$ cat src/rtl/imem_program_loader_pkg.sv
// Shared definitions for the instruction-memory program loader:
// FSM state encoding, checksum width and small helper functions.
package imem_program_loader_pkg;

  // Loader FSM states (encoding is fixed so debug tools can decode it).
  typedef enum logic [2:0] {
    ST_IDLE   = 3'd0,
    ST_HDR_HI = 3'd1,
    ST_HDR_LO = 3'd2,
    ST_DATA   = 3'd3,
    ST_CSUM   = 3'd4,
    ST_DONE   = 3'd5,
    ST_ERR    = 3'd6
  } state_e;

  // Width of the running payload checksum (mod-256 byte sum).
  localparam int CSUM_W = 8;

  // Add one payload byte into the running checksum, wrapping mod 2**CSUM_W.
  function automatic logic [CSUM_W-1:0] csum_add(input logic [CSUM_W-1:0] sum,
                                                 input logic [7:0]        data);
    return sum + data;
  endfunction

  // States in which a load is in progress and bytes are accepted.
  function automatic logic is_busy(input state_e s);
    logic b;
    case (s)
      ST_HDR_HI, ST_HDR_LO, ST_DATA, ST_CSUM: b = 1'b1;
      default:                                b = 1'b0;
    endcase
    return b;
  endfunction

endpackage

$ cat src/rtl/imem_program_loader_word_assembler.sv
// Collects four stream bytes (MSB first) into one 32-bit instruction word.
// The word is presented combinationally together with the 4th byte so the
// caller can capture it on the same edge that accepts that byte.
module loader_word_assembler
  import imem_program_loader_pkg::*;
(
  input  logic        i_clk,
  input  logic        i_rst_n,
  input  logic        i_clear,
  input  logic        i_valid,
  input  logic [7:0]  i_byte,
  output logic        o_word_ready,
  output logic [31:0] o_word
);

  logic [1:0]  r_idx;
  logic [23:0] r_shift;

  // Byte index and shift register holding the first three bytes of a word.
  always_ff @(posedge i_clk or negedge i_rst_n) begin
    if (!i_rst_n) begin
      r_idx   <= 2'd0;
      r_shift <= 24'h00_0000;
    end else if (i_clear) begin
      r_idx   <= 2'd0;
      r_shift <= 24'h00_0000;
    end else if (i_valid) begin
      r_idx   <= r_idx + 2'd1;
      r_shift <= {r_shift[15:0], i_byte};
    end
  end

  // The 4th byte completes the word; it is appended without waiting a cycle.
  assign o_word_ready = i_valid && (r_idx == 2'd3);
  assign o_word       = {r_shift, i_byte};

endmodule

$ cat src/rtl/imem_program_loader.sv
// Program loader: parses a byte stream (16-bit word count, 4N payload bytes,
// checksum byte), writes the payload words to instruction memory from word
// address 0 and releases the core reset only after a clean load.
module imem_program_loader
  import imem_program_loader_pkg::*;
#(
  parameter int ADDR_W    = 10,
  parameter int MAX_WORDS = 1024
) (
  input  logic              i_clk,
  input  logic              i_rst_n,
  input  logic              i_start,
  input  logic              i_byte_valid,
  input  logic [7:0]        i_byte_data,
  output logic              o_byte_ready,
  output logic              o_imem_we,
  output logic [ADDR_W-1:0] o_imem_addr,
  output logic [31:0]       o_imem_wdata,
  output logic              o_cpu_rst_n,
  output logic              o_busy,
  output logic              o_done,
  output logic              o_err
);

  // Word-count limit widened so a 16-bit header compares without truncation.
  localparam logic [16:0] MAX_WORDS_L = 17'(MAX_WORDS);

  state_e              r_state;
  state_e              w_next_state;

  logic                r_byte_ready;
  logic                r_busy;
  logic                r_done;
  logic                r_err;
  logic                r_cpu_rst_n;
  logic                r_imem_we;
  logic [ADDR_W-1:0]   r_imem_addr;
  logic [31:0]         r_imem_wdata;

  logic [7:0]          r_count_hi;
  logic [15:0]         r_num_words;
  logic [15:0]         r_word_cnt;
  logic [CSUM_W-1:0]   r_sum;

  logic                w_xfer;
  logic                w_start_acc;
  logic [15:0]         w_hdr_n;
  logic                w_asm_valid;
  logic                w_word_ready;
  logic [31:0]         w_word;
  logic                w_last_word;

  logic                w_byte_ready_d;
  logic                w_busy_d;
  logic                w_done_d;
  logic                w_err_d;
  logic                w_cpu_rst_n_d;

  // A byte moves only when the registered ready meets a valid byte.
  assign w_xfer      = i_byte_valid && r_byte_ready;
  // start is honoured only outside a load.
  assign w_start_acc = i_start && !is_busy(r_state);
  // Full word count as seen while the low header byte is on the bus.
  assign w_hdr_n     = {r_count_hi, i_byte_data};
  assign w_asm_valid = w_xfer && (r_state == ST_DATA);
  // N >= 1 whenever we are in DATA, so N-1 cannot underflow there.
  assign w_last_word = (r_word_cnt == (r_num_words - 16'd1));

  loader_word_assembler u_asm (
    .i_clk        (i_clk),
    .i_rst_n      (i_rst_n),
    .i_clear      (w_start_acc),
    .i_valid      (w_asm_valid),
    .i_byte       (i_byte_data),
    .o_word_ready (w_word_ready),
    .o_word       (w_word)
  );

  // FSM state register.
  always_ff @(posedge i_clk or negedge i_rst_n) begin
    if (!i_rst_n) begin
      r_state <= ST_IDLE;
    end else begin
      r_state <= w_next_state;
    end
  end

  // FSM next-state logic.
  always_comb begin
    w_next_state = r_state;
    case (r_state)
      ST_IDLE: begin
        if (i_start) w_next_state = ST_HDR_HI;
        else         w_next_state = ST_IDLE;
      end
      ST_HDR_HI: begin
        if (w_xfer) w_next_state = ST_HDR_LO;
        else        w_next_state = ST_HDR_HI;
      end
      ST_HDR_LO: begin
        if (!w_xfer)                            w_next_state = ST_HDR_LO;
        else if (w_hdr_n == 16'd0)              w_next_state = ST_CSUM;
        else if ({1'b0, w_hdr_n} > MAX_WORDS_L) w_next_state = ST_ERR;
        else                                    w_next_state = ST_DATA;
      end
      ST_DATA: begin
        if (w_word_ready && w_last_word) w_next_state = ST_CSUM;
        else                             w_next_state = ST_DATA;
      end
      ST_CSUM: begin
        if (!w_xfer)                    w_next_state = ST_CSUM;
        else if (i_byte_data == r_sum)  w_next_state = ST_DONE;
        else                            w_next_state = ST_ERR;
      end
      ST_DONE: begin
        if (i_start) w_next_state = ST_HDR_HI;
        else         w_next_state = ST_DONE;
      end
      ST_ERR: begin
        if (i_start) w_next_state = ST_HDR_HI;
        else         w_next_state = ST_ERR;
      end
      default: begin
        w_next_state = ST_IDLE;
      end
    endcase
  end

  // FSM output decode, computed from the next state so outputs can be registered
  // and line up with the cycle in which the new state is current.
  always_comb begin
    w_byte_ready_d = is_busy(w_next_state);
    w_busy_d       = is_busy(w_next_state);
    w_done_d       = (w_next_state == ST_DONE);
    w_err_d        = (w_next_state == ST_ERR);
    // Release the core only once DONE has been current for a full cycle;
    // a start issued from DONE therefore drops it on the very next edge.
    w_cpu_rst_n_d  = (r_state == ST_DONE) && (w_next_state == ST_DONE);
  end

  // Registered status and handshake outputs.
  always_ff @(posedge i_clk or negedge i_rst_n) begin
    if (!i_rst_n) begin
      r_byte_ready <= 1'b0;
      r_busy       <= 1'b0;
      r_done       <= 1'b0;
      r_err        <= 1'b0;
      r_cpu_rst_n  <= 1'b0;
    end else begin
      r_byte_ready <= w_byte_ready_d;
      r_busy       <= w_busy_d;
      r_done       <= w_done_d;
      r_err        <= w_err_d;
      r_cpu_rst_n  <= w_cpu_rst_n_d;
    end
  end

  // Header capture, checksum, word counter and memory write port.
  always_ff @(posedge i_clk or negedge i_rst_n) begin
    if (!i_rst_n) begin
      r_count_hi   <= 8'h00;
      r_num_words  <= 16'h0000;
      r_word_cnt   <= 16'h0000;
      r_sum        <= {CSUM_W{1'b0}};
      r_imem_we    <= 1'b0;
      r_imem_addr  <= {ADDR_W{1'b0}};
      r_imem_wdata <= 32'h0000_0000;
    end else if (w_start_acc) begin
      r_word_cnt   <= 16'h0000;
      r_sum        <= {CSUM_W{1'b0}};
      r_imem_we    <= 1'b0;
      r_imem_addr  <= {ADDR_W{1'b0}};
    end else begin
      // One-cycle strobe for every completed word.
      r_imem_we <= w_word_ready;
      if ((r_state == ST_HDR_HI) && w_xfer) begin
        r_count_hi <= i_byte_data;
      end
      if ((r_state == ST_HDR_LO) && w_xfer) begin
        r_num_words <= w_hdr_n;
      end
      if (w_asm_valid) begin
        r_sum <= csum_add(r_sum, i_byte_data);
      end
      if (w_word_ready) begin
        r_imem_wdata <= w_word;
        r_word_cnt   <= r_word_cnt + 16'd1;
      end
      // Address advances on the edge after the strobe, so it is stable
      // while imem_we is high.
      if (r_imem_we) begin
        r_imem_addr <= r_imem_addr + ADDR_W'(1);
      end
    end
  end

  assign o_byte_ready = r_byte_ready;
  assign o_busy       = r_busy;
  assign o_done       = r_done;
  assign o_err        = r_err;
  assign o_cpu_rst_n  = r_cpu_rst_n;
  assign o_imem_we    = r_imem_we;
  assign o_imem_addr  = r_imem_addr;
  assign o_imem_wdata = r_imem_wdata;

endmodule

$ cat config.mk
export PLATFORM = sky130hd
export DESIGN_NAME = imem_program_loader
export DESIGN_NICKNAME = d
export VERILOG_FILES = /design/src/rtl/imem_program_loader_pkg.sv /design/src/rtl/imem_program_loader_word_assembler.sv /design/src/rtl/imem_program_loader.sv
export SDC_FILE = /design/constraint.sdc
export NUM_CORES = 1
export LEC_CHECK = 0
export CELL_PAD_IN_SITES_DETAIL_PLACEMENT = 1
export CELL_PAD_IN_SITES_GLOBAL_PLACEMENT = 1
export CORE_AREA = 2 2 116 118
export DETAILED_ROUTE_END_ITERATION = 12
export DIE_AREA = 0 0 118 120
export PLACE_DENSITY_LB_ADDON = 0.1
export SYNTH_ARGS = -nofsm -noshare
export SYNTH_HDL_FRONTEND = slang
export SYNTH_HIERARCHICAL = 1
export SYNTH_SLANG_ARGS = --single-unit
$ cat constraint.sdc
create_clock -name i_clk -period 8 [get_ports i_clk]
set_clock_uncertainty 0.05 [all_clocks]
set_input_delay 2.4 -clock i_clk [delete_from_list [all_inputs] [get_ports i_clk]]
set_output_delay 2.4 -clock i_clk [all_outputs]
set_load 0.05 [all_outputs]
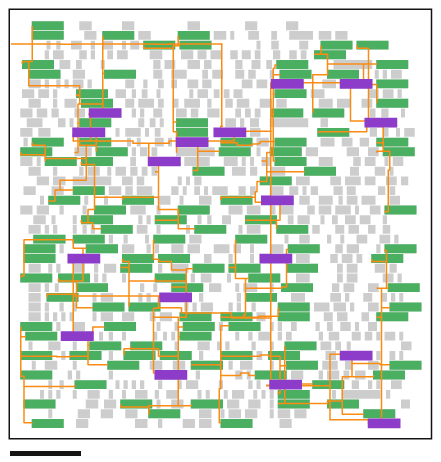
Fig. 1. Routed clock nets over the placement.
Scale bar: 20 µm.
[orange] clock wires | length: 1620 µm
[purple] clock drivers | count: 17
[green] flip-flops | count: 124
flops lie	widely spread
routed clock nets	18

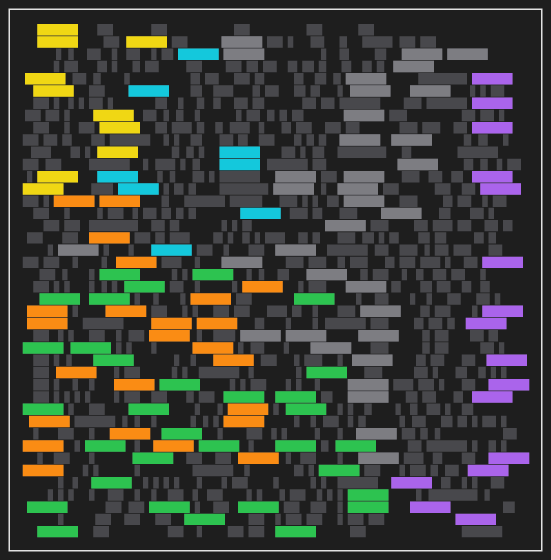
Fig. 2. Register map, names as in the netlist.
color	name in the netlist	sequential cells
cyan	`r_sum`	8
yellow	`o_imem_addr`	10
orange	`u_asm/r_shift`	24
green	`o_imem_wdata`	32
purple	`r_word_cnt`	16

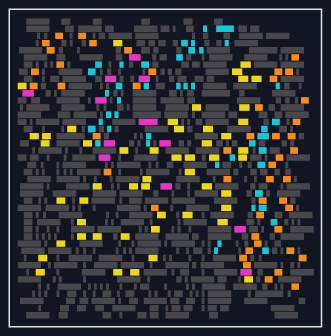
Fig. 3. Gate-type map.
color	family	cells	most used
magenta	fa/ha/maj cells	12	ha_1
yellow	mux cells	51	mux2i_1
orange	xor and xnor cells	47	xor2_1
cyan	aoi and oai cells	43	o21ai_0

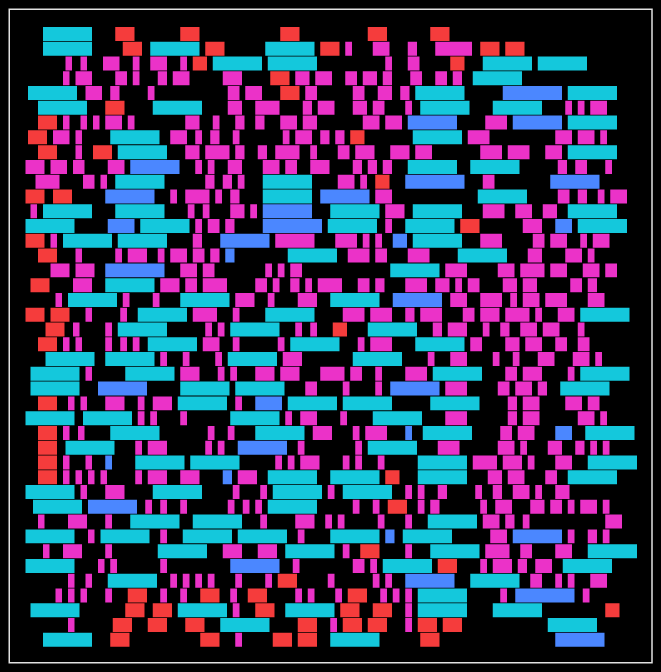
Fig. 4. Placed cells, one color a class.
color	class	cells	share of their area
blue	clock drivers and dummy loads	32	9.1%
cyan	sequential cells	124	43%
magenta	combinational and other logic	448	39%
red	remaining buffers and delay cells	65	8.8%

==> flow_metrics.py <==
# Generated from Yosys and OpenROAD reports
metrics = {
    "run_status": {
        "run_status": "finished, final reports clean",
    },
    "synth": {
        "synth-adder-area-share_pct": 2.59,
        "ys.flop_type": "sky130_fd_sc_hd__dfrtp_1",
        "yosys_area_um2": 6100,
        "syn-num-nets": 629,
        "area_leaders": "sky130_fd_sc_hd__dfrtp_1 (51%), sky130_fd_sc_hd__nand2_1 (7.7%), sky130_fd_sc_hd__mux2i_1 (4.9%)",
        "yosys.cell_types.count": 64,
        "synth-async-reset-ratio_pct": 100,
        "synth.largest_area_cell": "sky130_fd_sc_hd__dfrtp_1",
        "enable_flop_cells": 0,
    },
    "clock_tree": {
        "clk_pin_slew_worst_paths_ns": 0.06,
        "worstSkewPairLatency_ns": 0.42,
        "cts_max_path_buffers": 2,
        "cts_setup_buffers": 0,
    },
    "cells_and_area": {
        "seqAreaFraction_pct": 42.0,
        "drive_gt1_share_pct": 10.8,
        "area.sequential_um2": 3100,
        "nNonClkInverters": 13,
        "layout.sequential_cells": 124,
        "n_fill_cell": 1440,
        "combAreaFraction_pct": 37.0,
        "final-clk-cell-share_pct": 8.80,
        "final_area_um2": 7390,
    },
    "route": {
        "wl_per_cell_um": 18.0,
        "wl_met1_mm": 6.63,
        "dr_total_vias": 4546,
        "dr.pass1.iters": 4,
        "detail_route.iter0.violations": 235,
        "route.final.wire_length_mm": 15.2,
    },
    "global_route": {
        "globalRouteTotalUtil_pct": 23.1,
        "grt_first_pass_wirelength_mm": 25.4,
        "grt_start_max_net_pins": 65,
    },
    "hold_path": {
        "holdPathStages": 2,
    },
    "placement": {
        "buffer_ports.inserted": 59,
        "placed_cell_area_um2": 6740,
        "detailedPlacementHpwl_mm": 9.99,
        "pre_cts_slack_ns": 2.36,
    },
    "setup_path": {
        "worst-endpoint-required_ns": 8.30,
        "timing.reg2reg.setup_slack_ns": 4.16,
        "slowest_stage": "sky130_fd_sc_hd__inv_1",
        "startpoint_of_the_worst_register_to_register_path": "r_state[0]$_DFF_PN0_",
        "worst-path-max-fanout": 33,
    },
    "sta": {
        "setup_total_negative_slack_ns": 0,
        "hold_viol": 0,
        "final-setup-viol-count": 0,
        "tcrit_tclk_final_pct": 65.3,
        "fin_hold_ws_ns": 0.427,
        "final-max-slew-violation-count": 0,
    },
    "floorplan": {
        "initCoreUtil_pct": 47.0,
    },
    "pwr": {
        "leakage_uw": 0.00340,
    },
}
==> synth_stat cells, drive strengths merged (3+ instances only) <==
cell type and n:
xnor2 17, and3b 3, dfrtp 124, clkbuf 18
and3 6, nor2 67, or4 4, mux2i 30
inv 13, nor4 6, nand2b 9, buf 15
nor3 10, a211oi 3, nor3b 3, and4 3
and2 4, mux2 21, nand3 13, o21ai 14
o31ai 3, a21oi 5, xor2 30, o2111ai 3
nor2b 5, o22ai 5, ha 11, nand2 125
nand4 7
==> where the power goes <==
group	switching [µW]	internal, µW	total, µW	leakage [µW]
logic	831	502	1330	0.00145
clock network	276	568	844	0.000317
registers	233	871	1100	0.00163
==> worst max-delay path, delay by kind of cell <==
kind | cells | cell delay (ns)
and+or+nand+nor | 5 | 1.26
buffers and inverters | 4 | 1.85
Power figures rest on the tool's default switching activity, not on a simulated workload.
